run_1/layer_met2.png
Bar = 20 um.
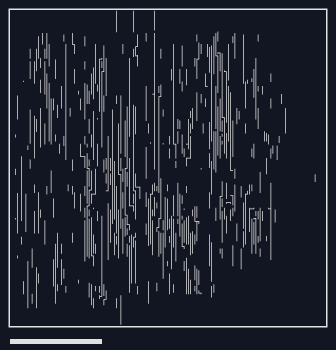
run_1/clk_routes.png
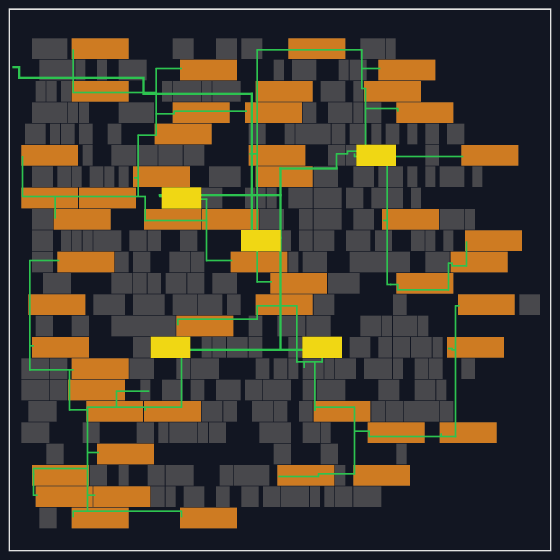
run_1/power_grid.png
Pins as bars on the die edge. Tap cells in gray.
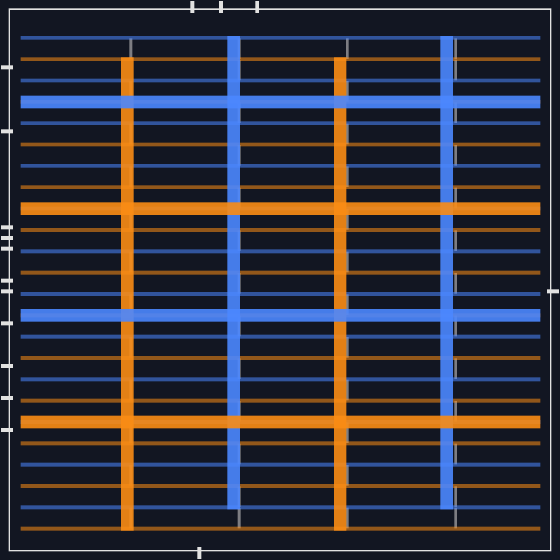
run_1/placement.png
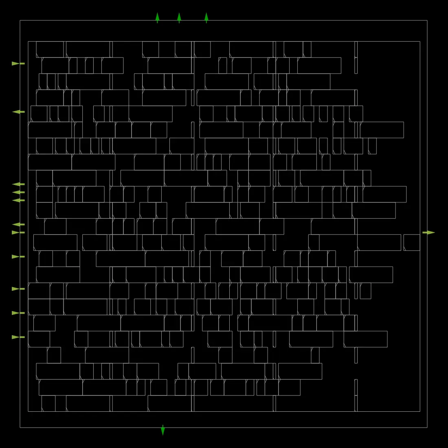
==> config.mk <==
export PLATFORM = sky130hd
export DESIGN_NAME = keypad_scanner
export DESIGN_NICKNAME = d
export VERILOG_FILES = /design/src/rtl/keypad_scanner.sv
export SDC_FILE = /design/constraint.sdc
export NUM_CORES = 1
export LEC_CHECK = 0
export CORE_UTILIZATION = 51
export CTS_CLUSTER_DIAMETER = 30
export DETAILED_ROUTE_END_ITERATION = 7
export PLACE_DENSITY = 0.75
export SYNTH_ARGS = -nofsm -noshare
export SYNTH_HDL_FRONTEND = slang
export SYNTH_SLANG_ARGS = --single-unit
==> constraint.sdc <==
create_clock -name clk -period 2.5 [get_ports clk]
set_input_delay 0.375 -clock clk [delete_from_list [all_inputs] [get_ports clk]]
set_output_delay 0.375 -clock clk [all_outputs]
set_load 0.1 [all_outputs]
==> out/results.ini <==
[outcome]
outcome=finished, final reports clean

[grt]
first_global_vias=1563
groute.usage.overall_pct=19.3
grt_overflow=0
grt_pass1_wl_um=6770
antenna_found_initial=0

[timing]
layout_worst_path_cycle_share_pct=92.9
final_period_minus_worst_setup_slack_ps=2320
timing.final.setup_violations=0
slew_viol_final=0
setup_total_negative_slack_ps=0

[cts]
cts_tree=done
cts_setup_buffers=0
worst_setup_hold_path_clk_slew_ps=90
clock_sinks=49

[job]
total_number_of_warnings_across_the_stage_logs=29

[yosys]
yosys-stat-cells=251
ys_dominant_reg_cell=dfxtp_1
yosys.stat.chipArea_um2=2280
async_flop_share_pct=0
mappedNetlistNets=264
synthesis.area_um2=2280

[floorplanning]
std_cell_rows=23

[worst_setup_path]
timing.critical_path.to_type=flip-flop
critical_path_class=flip-flop to flip-flop
crit_path_max_incr_delay_ps=580
path_cells=or4b_1 -> nor4_4 -> or3b_1 -> or4_1 -> a21oi_1
path_delay_family=simple AND/OR/NAND/NOR gates
startpoint_type=flip-flop

[drt]
detailroute.via_count=1796
wl_per_cell_um=12.6
drc=0
first_iter_violations=158
detail_routed_via_count_per_cell=5.58

[finish]
finalNetCount=284
layout.core_utilization_pct=61.7
layout_overhead_on_the_synthesized_area_pct=12.3
max_ffs_per_register=15
post_route_cells_drive_above_1_share_pct=14.0

[place]
dp_hpwl_um=2980

[pwr]
powerDensity_nw_per_um2=505

## Picture notes: layer_met2.png
share of all routed wire: 45%
wire length on this layer: 1820 um
longest straight run: 29.6 um
aggregate routed wire length: 4070 um
GRT met2 Usage: 30.9%

## Picture notes: clk_routes.png
[green] clock wires | length: 530 um
[orange] flip-flops | count: 49
[yellow] clock drivers | count: 5
flops lie: widely spread
maximum clock skew at final layout: 5.37 ps
power dissipated in the clock network: 448 uW
insertion delay to the later sink of the worst-skew pair: 300 ps

## Picture notes: power_grid.png
| color | net |
|---|---|
| blue | VDD |
| orange | VSS |
tap cells: 50
rows: 23
met5 straps: 4
CORE AREA: 4140 um2
maximum ir drop on the vdd rail: 0.407 mV
die y size: 68.8 um
horizontal die size: 68.8 um

## Picture notes: placement.png
Cell Count, Final, Fillers Out: 322
number of flip-flops and latches: 49
tap cell instance count: 50

## run 1: layout by cell type (no fill, tap or decap), types with 4 or more instances in the layout
cell type | synthesis | final
or2_2 | 8 | 8
nand2_1 | 20 | 20
clkbuf_8 | 0 | 5
dfxtp_1 | 49 | 49
xor2_1 | 7 | 7
ha_1 | 7 | 7
nor2_1 | 30 | 30
nand3_1 | 14 | 14
nand4_1 | 5 | 5
mux2i_1 | 9 | 9
inv_1 | 4 | 4
buf_4 | 0 | 17
clkdlybuf4s50_1 | 0 | 5
xnor2_1 | 5 | 5
and3_1 | 5 | 5
a21oi_1 | 16 | 16
or4_1 | 4 | 4
nor3_1 | 7 | 7
nand2b_1 | 8 | 8
## run 1: cell families after synthesis
logic type      share of synthesized area [%]
compound gates                           8.40
xor+xnor                                 4.61
fa+ha+maj                                3.84
buf+inv                                  2.58
flops                                    43.1
mux                                      5.93
simple gates                             31.6
## run 1: Yosys cell counts (2+ instances only)
cell type   n  area [um2]
o21ai_0     3        15.0
or4b_1      2        20.0
ha_1        7        87.6
nor2b_1     3        18.8
nor4bb_1    2        20.0
o211ai_1    2        15.0
nor3_1      7        35.0
dfxtp_1    49         981
a31o_1      2        17.5
nor2_1     30         113
clkbuf_1    6        22.5
inv_1       4        15.0
xnor2_1     5        43.8
nand3_1    14        70.1
or3_1       2        12.5
nand4_1     5        31.3
nand2_1    20        75.1
a21oi_1    16        80.1
or2_2       8        50.1
nor3b_1     3        22.5
nand4bb_1   3        33.8
and3_1      5        31.3
mux2i_1     9        90.1
xor2_1      7        61.3
or4_1       4        30.0
nand2b_1    8        50.1
and3b_1     2        17.5
mux2_2      2        22.5
## run 1: metal layers
| layer | vias to the layer above | GRT usage, % | share of wire, % |
|---|---|---|---|
| li1 | 925 | - | - |
| met4 | 0 | 6.38 | 1.2 |
| met5 | - | 0 | 0 |
| met2 | 25 | 30.9 | 45 |
| met1 | 838 | 24.2 | 50 |
| met3 | 8 | 6.41 | 3.7 |
## run 1: per-stage QoR
stage	setup slack, ps	hold slack [ps]	area (um2)	power, mW	cells
2_1_floorplan	57.0	389	2280	0.846	251
3_3_place_gp	239	392	2470	0.863	314
3_5_place_dp	183	396	2470	0.864	314
4_1_cts	167	417	2560	1.31	322
5_1_grt	32.1	433	2560	1.35	322
6_report	177	414	2560	1.29	322
## run 1: power by group
group          total, mW  internal (mW)  switching, mW
registers          0.798          0.790        0.00777
logic             0.0473         0.0224         0.0249
clock network      0.448          0.198          0.249
## run 1: worst reg2reg max path, stage by stage (launching register included)
cell	delay (ps)
dfxtp_1	340
or4b_1	580
nor4_4	290
or3b_1	480
or4_1	430
a21oi_1	140
## run 1: final cells by class
cell class | instances | area, um2
fillers | 375 | 1590
multi-input cells | 189 | 1240
flip-flops and latches | 49 | 981
repair buffers | 22 | 178
clock buffers | 7 | 76.3
well taps | 50 | 62.6
inverters | 4 | 15.0
clock inverters | 1 | 7.51
Power figures rest on the tool's default switching activity, not on a simulated workload.
